### src/rtl/wishbone_arbiter.sv
// rtl/wishbone_arbiter.sv - two-master round-robin Wishbone arbiter with optional slave watchdog
//
// Shares one Wishbone slave port between the instruction-fetch master (i_*)
// and the data-access master (d_*). One transaction is granted at a time.
// Ties go to the master that was not granted last. A single idle cycle
// separates any two grants.
//
// Parameters
//   ADR_W    line address width
//   DAT_W    data width
//   SEL_W    byte-select width (DAT_W/8)
//   TIMEOUT  watchdog limit in granted cycles, 0 disables (0..65535)
//
// Ports
//   clk, rst_n                      clock, asynchronous active-low reset
//   i_cyc/i_stb/i_we/i_sel/i_adr    instruction master request
//   i_dat_m / i_dat_s               instruction master write / read data
//   i_ack / i_rty                   instruction master acknowledge / retry
//   d_*                             same set for the data master
//   s_cyc/s_stb/s_we/s_sel/s_adr    request steered to the slave
//   s_dat_m / s_dat_s               slave write / read data
//   s_ack / s_rty                   slave acknowledge / retry
//   grant                           registered one-hot owner (bit0 I, bit1 D)

module wishbone_arbiter #(
    parameter int ADR_W   = 12,
    parameter int DAT_W   = 128,
    parameter int SEL_W   = 16,
    parameter int TIMEOUT = 0
) (
    input  logic             clk,
    input  logic             rst_n,

    input  logic             i_cyc,
    input  logic             i_stb,
    input  logic             i_we,
    input  logic [SEL_W-1:0] i_sel,
    input  logic [ADR_W-1:0] i_adr,
    input  logic [DAT_W-1:0] i_dat_m,
    output logic [DAT_W-1:0] i_dat_s,
    output logic             i_ack,
    output logic             i_rty,

    input  logic             d_cyc,
    input  logic             d_stb,
    input  logic             d_we,
    input  logic [SEL_W-1:0] d_sel,
    input  logic [ADR_W-1:0] d_adr,
    input  logic [DAT_W-1:0] d_dat_m,
    output logic [DAT_W-1:0] d_dat_s,
    output logic             d_ack,
    output logic             d_rty,

    output logic             s_cyc,
    output logic             s_stb,
    output logic             s_we,
    output logic [SEL_W-1:0] s_sel,
    output logic [ADR_W-1:0] s_adr,
    output logic [DAT_W-1:0] s_dat_m,
    input  logic [DAT_W-1:0] s_dat_s,
    input  logic             s_ack,
    input  logic             s_rty,

    output logic [1:0]       grant
);

    // Encoding doubles as the one-hot grant vector.
    typedef enum logic [1:0] {
        IDLE  = 2'b00,
        GNT_I = 2'b01,
        GNT_D = 2'b10
    } state_t;

    state_t state;
    state_t state_next;
    logic   last_d;     // 1 when the data master owned the most recent grant
    logic   req_i;
    logic   req_d;
    logic   wd_fire;

    assign req_i = i_cyc & i_stb;
    assign req_d = d_cyc & d_stb;

    // Read data is broadcast; each master qualifies it with its own ack.
    assign i_dat_s = s_dat_s;
    assign d_dat_s = s_dat_s;

    assign grant = state;

    generate
        if (TIMEOUT > 0) begin : g_wd
            localparam logic [15:0] WD_LAST = 16'(TIMEOUT - 1);
            logic [15:0] wd_cnt;

            // Every grant is entered from IDLE, so holding the count at zero
            // while idle is the same as clearing it on grant entry.
            always_ff @(posedge clk or negedge rst_n) begin
                if (!rst_n) begin
                    wd_cnt <= '0;
                end else if (state == IDLE) begin
                    wd_cnt <= '0;
                end else if (!s_ack && !s_rty) begin
                    wd_cnt <= wd_cnt + 16'd1;
                end
            end

            // A real slave response in the same cycle always takes priority.
            assign wd_fire = (state != IDLE) && !s_ack && !s_rty && (wd_cnt == WD_LAST);
        end else begin : g_no_wd
            assign wd_fire = 1'b0;
        end
    endgenerate

    always_ff @(posedge clk or negedge rst_n) begin
        if (!rst_n) begin
            state  <= IDLE;
            last_d <= 1'b0;
        end else begin
            state <= state_next;
            if (state == IDLE && state_next != IDLE) begin
                last_d <= (state_next == GNT_D);
            end
        end
    end

    always_comb begin
        state_next = state;
        s_cyc      = 1'b0;
        s_stb      = 1'b0;
        s_we       = 1'b0;
        s_sel      = '0;
        s_adr      = '0;
        s_dat_m    = '0;
        i_ack      = 1'b0;
        i_rty      = 1'b0;
        d_ack      = 1'b0;
        d_rty      = 1'b0;

        case (state)
            IDLE: begin
                if (req_i && req_d) begin
                    state_next = last_d ? GNT_I : GNT_D;
                end else if (req_i) begin
                    state_next = GNT_I;
                end else if (req_d) begin
                    state_next = GNT_D;
                end
            end

            GNT_I: begin
                // cyc passes straight through so an abort drops the bus this cycle.
                s_cyc   = i_cyc;
                s_stb   = i_stb;
                s_we    = i_we;
                s_sel   = i_sel;
                s_adr   = i_adr;
                s_dat_m = i_dat_m;
                i_ack   = s_ack;
                i_rty   = (s_rty & ~s_ack) | wd_fire;
                if (s_ack || s_rty || wd_fire || !i_cyc) begin
                    state_next = IDLE;
                end
            end

            GNT_D: begin
                s_cyc   = d_cyc;
                s_stb   = d_stb;
                s_we    = d_we;
                s_sel   = d_sel;
                s_adr   = d_adr;
                s_dat_m = d_dat_m;
                d_ack   = s_ack;
                d_rty   = (s_rty & ~s_ack) | wd_fire;
                if (s_ack || s_rty || wd_fire || !d_cyc) begin
                    state_next = IDLE;
                end
            end

            default: begin
                state_next = IDLE;
            end
        endcase
    end

endmodule

### config.mk
export PLATFORM = sky130hd
export DESIGN_NAME = wishbone_arbiter
export DESIGN_NICKNAME = d
export VERILOG_FILES = /design/src/rtl/wishbone_arbiter.sv
export SDC_FILE = /design/constraint.sdc
export NUM_CORES = 1
export LEC_CHECK = 0
export ABC_AREA = 0
export CAP_MARGIN = 5
export CORE_AREA = 5 5 336 338
export CTS_BUF_LIST = sky130_fd_sc_hd__clkbuf_4 sky130_fd_sc_hd__clkbuf_8
export CTS_CLUSTER_DIAMETER = 80
export DETAILED_ROUTE_END_ITERATION = 6
export DIE_AREA = 0 0 341 343
export PLACE_DENSITY_LB_ADDON = 0.08
export SLEW_MARGIN = 30
export SYNTH_ARGS = -nofsm -noshare
export SYNTH_HDL_FRONTEND = slang
export SYNTH_SLANG_ARGS = --single-unit
### constraint.sdc
create_clock -name clk -period 2.15 [get_ports clk]
set_input_delay 0.43 -clock clk [delete_from_list [all_inputs] [get_ports clk]]
set_output_delay 0.43 -clock clk [all_outputs]
set_load 0.01 [all_outputs]
==> metrics.cfg, run 1 <==
[route]
drt_iter0_markers = 113
drt-vias-per-instance = 2.47
drtPass1Iterations = 4
avgRoutedWirePerCell_um = 19.6

[global_routing]
grt_start_max_net_pins = 25
antenna_found_initial = 13
grt_pass1_vias = 6611
overflow = 0

[clock_tree]
htree_levels = 1
cts_buffers = 3
clk_latency_ns = 0.22
cts_hold_buf = 0
clk_pin_slew_worst_paths_ns = 0.04
ctsRootBufferMaster = clkbuf_8
tritoncts = done

[job]
warning_count = 31
drv_cap = 0

[final_timing]
final_hold_viol_count = 0
slew_headroom_pct = 78.5
rsz0062_at_grt = yes
fmax_mhz = 422
setup_viol = 152
fin_hold_ws_ns = 0.427
period_used_pct = 110
setup_ws_ns = -0.222
clock_skew_ns = 0.00612
tightest_slew_ns = 0.323
min_period_ns = 2.37

[pwr]
p_leak_nw = 4.25
powerDensity_mw_per_mm2 = 1010

[floorplanning]
dieWidth_um = 341
rows = 122
core_mm2 = 0.110
io_pins = 871
die_area_mm2 = 0.117
die_h_um = 343

[run_status]
failed_checks = negative setup slack
status = finished, violations left

[yosys]
topCellsByArea = buf_4, a22oi_1, nor2b_1, buf_2, clkbuf_1
top_area_share_pct = 41.9
syn_area_mm2 = 0.00461
yosysTopAreaCell = buf_4
ys.flops = 3
yosys_cells = 656
fp_nets = 1110
yosys_warnings = 0
yosys_area_mm2 = 0.00461

[place]
dpl_cell_area_mm2 = 0.00997
pre_cts_ws_ns = -0.494
io_buffers = 486
hpwl_mm = 36.4
gp_congestion = 0.722

[critical_path]
crit_path_frequent_cell = buf_6
arrival_ns = 1.94
crit_required_ns = 1.72
critPathMaxStageDelay_ns = 0.40
end_kind = primary output
start_kind = register
critPathSlowestCell = dfrtp_1
crit_path_cell_trace = buf_6 > ha_4 > buf_12 > buf_8 > buf_16 > buf_6 > a22oi_2 > nor2b_1 > buf_2

[layout]
layout_top_cell = clkdlybuf4s50_1
fill_cells = 12700
final_util_pct = 11.3
fin_nets = 1459
final_cell_area_mm2 = 0.0124
drive_gt1_share_pct = 53.9
syn2layout_area_growth_pct = 169
mostFrequentLayoutCells = clkdlybuf4s50_1, a22oi_2, buf_6

==> run 1: power breakdown <==
group	switching (mW)	internal (mW)	total [mW]
Combinational	5.18	7.02	12.2
Sequential	0.0218	0.0800	0.102
Clock	0.0392	0.139	0.178
==> run 1: cell families after synthesis <==
logic type | count (synthesis) | synth area share (%)
adders and majority gates | 4 | 1.09
AOI/OAI and AO/OA | 167 | 27.1
DFF | 3 | 1.63
buffers and inverters | 311 | 46.9
and+or+nand+nor | 171 | 23.2
==> run 1: what timing repair did <==
action | CTS | global route
setup buffers | 53 | 35
pin swaps | 12 | 28
resized | 527 | 420
setup endpoints to repair | 164 | 163
cloned | 11 | 11
==> run 1: cells in the mapped netlist, drive strengths merged <==
cell,count
dfrtp,3
o2111ai,1
nand4,1
clkbuf,28
nand2b,1
nand2,1
ha,4
a22oi,159
nor3,1
nor2b,160
a21oi,2
nand3,2
inv,2
and2,2
a21boi,1
o21ai,1
a31oi,2
and3b,2
buf,281
a211oi,1
or4,1
==> run 1: flip-flops by register name (all words and copies together) (netlist names) <==
signal,flops
last_d,1
grant,2
==> run 1: metrics by stage <==
stage	instances	power [mW]
after CTS	2396	10.7
final	2438	12.5
after global routing	2432	13.4
after global placement	2331	7.85
after floorplan	656	3.51
after detailed placement	2331	7.75
==> run 1: worst max-delay path, delay by kind of cell, from the launching register on <==
| family | cells | cell delay (ns) |
|---|---|---|
| buffers and inverters | 6 | 0.85 |
| and+or+nand+nor | 1 | 0.08 |
| adders and majority gates | 1 | 0.17 |
| DFF | 1 | 0.40 |
| AOI/OAI and AO/OA | 1 | 0.19 |
==> run 1: routing by layer <==
layer,part of all wire [%],global-route usage (%),vias to the layer above,wire (um)
met5,0.19,0.245,-,92
met4,2.4,1.60,10,1150
met3,12,3.78,85,5850
met2,49,12.4,448,23300
met1,37,7.99,2745,17500
li1,-,-,2729,-
==> run 1: final cells by class <==
type | count | area, um^2 | share of cell area, %
multi-input combinational | 342 | 3570 | 28.8
timing repair buffer | 653 | 6870 | 55.5
inverter | 2 | 7.51 | 0.0607
tap | 1426 | 1780 | 14.4
clock buffer | 4 | 48.8 | 0.394
antenna | 8 | 20.0 | 0.162
sequential | 3 | 75.1 | 0.607
==> run 1: worst paths after layout <==
path                       slack [ns]           to  startpoint  depth (start not counted)
min in group clk                 0.62       last_d      last_d                          2
max reg2reg                     -0.05       last_d    grant[1]                         10
max                             -0.22  s_dat_m[68]    grant[1]                          9
max in group asynchronous        1.54     grant[1]       rst_n                          1
min reg2reg                      0.62       last_d      last_d                          2
min                              0.43       last_d       rst_n                          1
### M1 wires, run 1

Scale bar: 100 um.
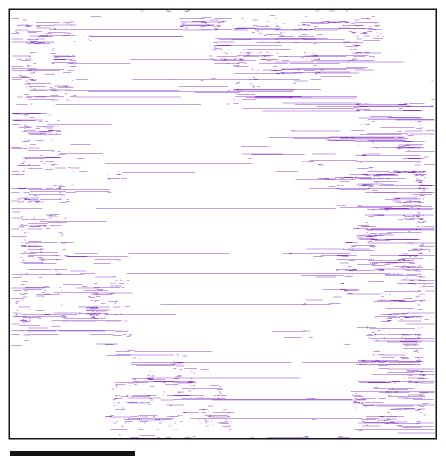
wire length on this layer = 17500 um
main direction = horizontal
nets with wire on the layer = 1158

### Met2 routing, run 1

Scale bar: 100 um. Cells faint in the background.
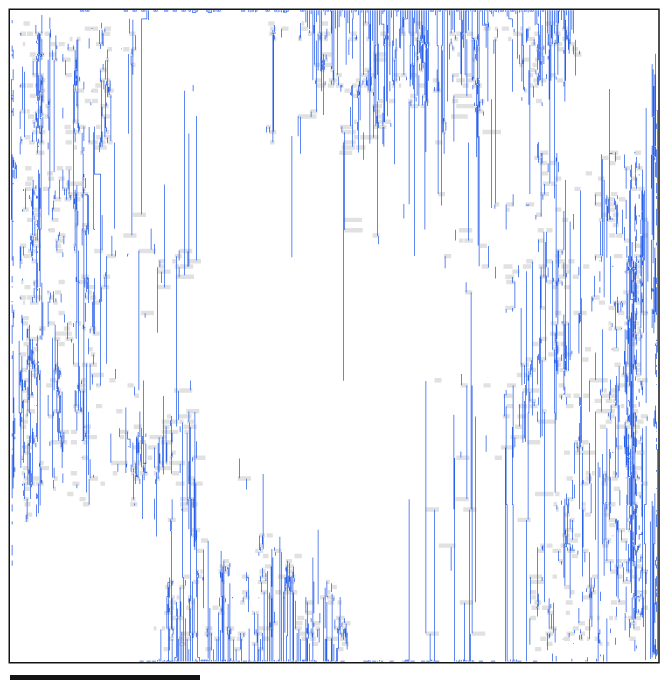
main direction = vertical
share of all routed wire = 49%

### Metal 3, run 1

Scale bar: 100 um. Cells faint in the background.
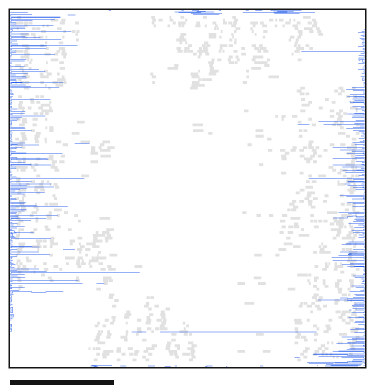
nets with wire on the layer = 402
main direction = horizontal
longest straight run = 150 um
grt met3 use: 3.78%
via count: 6017
final WL: 47.9 mm

### Signal wires on met4, run 1

Scale bar: 100 um.
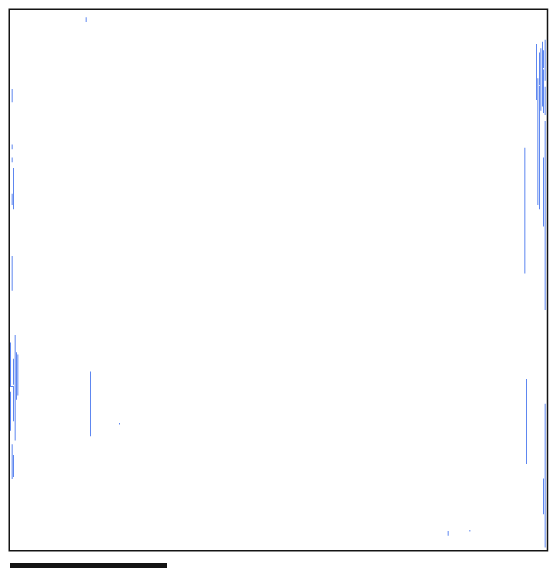
longest straight run = 120 um
wire length on this layer = 1150 um
nets with wire on the layer = 34
share of all routed wire = 2.4%

### Routing congestion, run 1

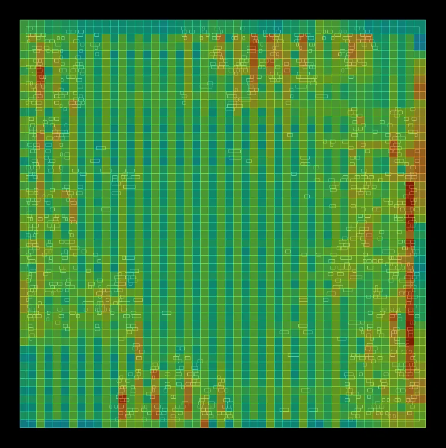

--- run 2 (diff from run 1) ---
Settings changed: RECOVER_POWER from default to 100.
### Routing congestion, run 2

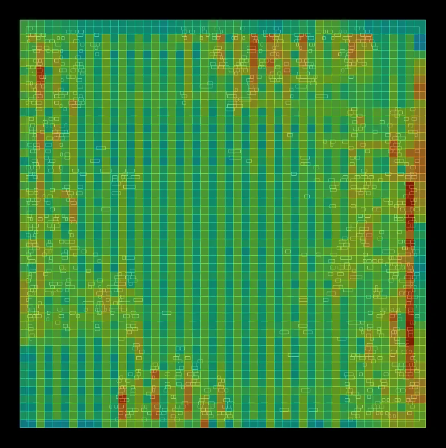
GRT Resource Usage Total: 7.25%
met1 usage: 7.99%
average wire per standard cell: 19.7 um
Finished Core Util: 11.3%
busiest grt layer: met2

### M1 wires, run 2

Scale bar: 100 um.
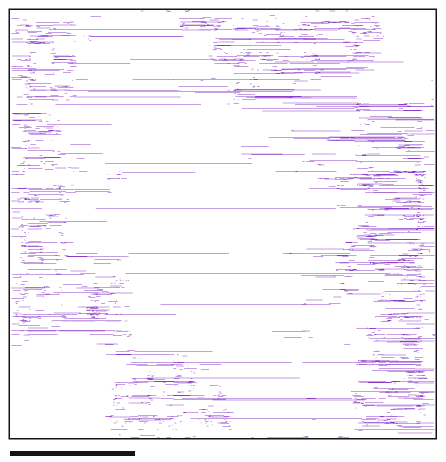
main direction = horizontal
share of all routed wire = 37%
wire length on this layer = 17500 um
nets with wire on the layer = 1160
longest straight run = 212 um
via count: 6020
final WL: 47.9 mm

### Metal 3, run 2

Scale bar: 100 um. Cells faint in the background.
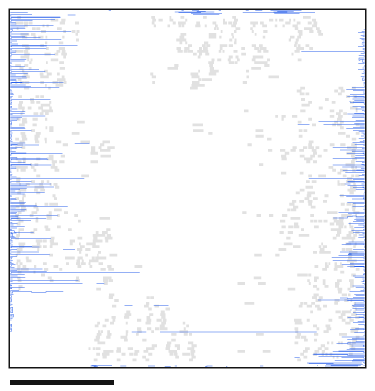
main direction = horizontal
wire length on this layer = 5880 um
longest straight run = 150 um
share of all routed wire = 12%
nets with wire on the layer = 403

==> metrics.cfg, run 2 <==
[global_routing]
grt_start_max_net_pins = 25  ; unchanged
grt_pass1_vias = 6611  ; unchanged
overflow = 0  ; unchanged

[route]
drt-vias-per-instance = 2.47  ; about the same
drt_iter0_markers = 106  ; was 113

[yosys]
yosysTopAreaCell = buf_4  ; unchanged
syn_area_mm2 = 0.00461  ; unchanged
top_area_share_pct = 41.9  ; unchanged
ys_async_sr_fraction_pct = 100  ; unchanged
yosysMostFrequentCell = buf_4  ; unchanged
edf_count = 0  ; unchanged
yosys_area_mm2 = 0.00461  ; unchanged
fp_nets = 1110  ; unchanged
ys.flops = 3  ; unchanged
synthFlopType = dfrtp_1  ; unchanged
synthTopCellsByCount = buf_4, nor2b_1, a22oi_1  ; unchanged

[final_timing]
min_period_ns = 2.37  ; about the same
tightest_slew_ns = 0.323  ; unchanged
clock_skew_ns = 0.00612  ; unchanged
setup_viol = 150  ; was 152
slew_headroom_pct = 78.5  ; unchanged
setup_ws_ns = -0.218  ; was -0.222 ns

[clock_tree]
clk_pin_slew_worst_paths_ns = 0.04  ; about the same
cts_buffers = 3  ; unchanged

[layout]
logic_area_mm2 = 0.00357  ; unchanged
fin_nets = 1459  ; unchanged
layout_top_cell = clkdlybuf4s50_1  ; unchanged
largest_reg_flops = 2  ; unchanged
drive_gt1_share_pct = 53.9  ; unchanged
final_cells = 2438  ; unchanged

[run_status]
failed_checks = negative setup slack  ; unchanged
status = finished, violations left  ; unchanged

[floorplanning]
die_h_um = 343  ; unchanged

[pwr]
finalPower_mw = 12.4  ; was 12.5 mW

[job]
warning_count = 31  ; unchanged

[place]
pre_cts_ws_ns = -0.494  ; unchanged
dp_cells = 2331  ; unchanged

[critical_path]
r2r-start = grant[1]  ; unchanged
arrival_ns = 1.94  ; about the same

==> run 2: netlist changes by cell type in the layout (fill, tap and decap cells not counted) <==
cell             previous run  this run
buf_6                      96        97
clkdlybuf4s50_1           323       320
dlygate4sd3_1               0         3
buf_12                     39        36
buf_8                       9        11
==> run 2: worst max-delay path, stage by stage (launching register included) <==
cell,delay [ns]
dfrtp_1,0.40
buf_6,0.13
ha_4,0.17
buf_12,0.15
buf_8,0.15
buf_16,0.14
buf_6,0.12
a22oi_2,0.19
nor2b_1,0.08
buf_2,0.16
==> run 2: final cells by class <==
class	instances	share of cell area (%)
Sequential cell	3	0.608
Antenna cell	8	0.162
Multi-Input combinational cell	342	28.9
Timing Repair Buffer	653	55.4
Clock buffer	4	0.395
Inverter	2	0.0608
Tap cell	1426	14.4
==> run 2: final timing paths <==
kind	slack, ns	end	depth (start not counted)
min in group clk	0.62	last_d	2
max in group asynchronous	1.46	grant[1]	1
max	-0.22	s_dat_m[68]	9
max reg2reg	-0.05	last_d	10
min reg2reg	0.62	last_d	2
min	0.50	last_d	1
==> run 2: kinds of logic (layout without fill, tap and decap cells) <==
group           after synthesis  count (layout)  share of synthesized area, %
other cells                   0               8                             0
flops                         3               3                          1.63
simple gates                171             171                          23.2
fa+ha+maj                     4               4                          1.09
compound gates              167             167                          27.1
buf+inv                     311             659                          46.9
==> run 2: layer usage <==
| layer | up-vias | part of all wire (%) |
|---|---|---|
| met3 | 85 | 12 |
| met4 | 10 | 2.4 |
| met5 | - | 0.19 |
| met2 | 452 | 49 |
| li1 | 2727 | - |
| met1 | 2746 | 37 |
==> run 2: stage by stage <==
step | hold slack (ns) | area [um^2]
floorplan | 0.134 | 4610
detailed placement | 0.607 | 9970
finish | 0.497 | 12400
global placement | 0.614 | 9970
CTS | 0.430 | 11100
global route | 0.507 | 12300
==> run 2: report_power, final <==
part           switching [mW]  internal, mW  total, mW
clock network          0.0392         0.139      0.178
registers              0.0218        0.0800      0.102
logic                    5.16          6.98       12.1
total                    5.22          7.20       12.4
==> run 2: timing repair <==
action | CTS | global route
gates cloned | 11 | 11
endpoints found under the setup margin | 164 | 163
pin swaps | 12 | 28
gates resized | 527 | 420
hold buffers | 0 | 0
setup buffers | 53 | 35
hold endpoints to repair | 0 | 0
Power and IR drop assume default switching activity.
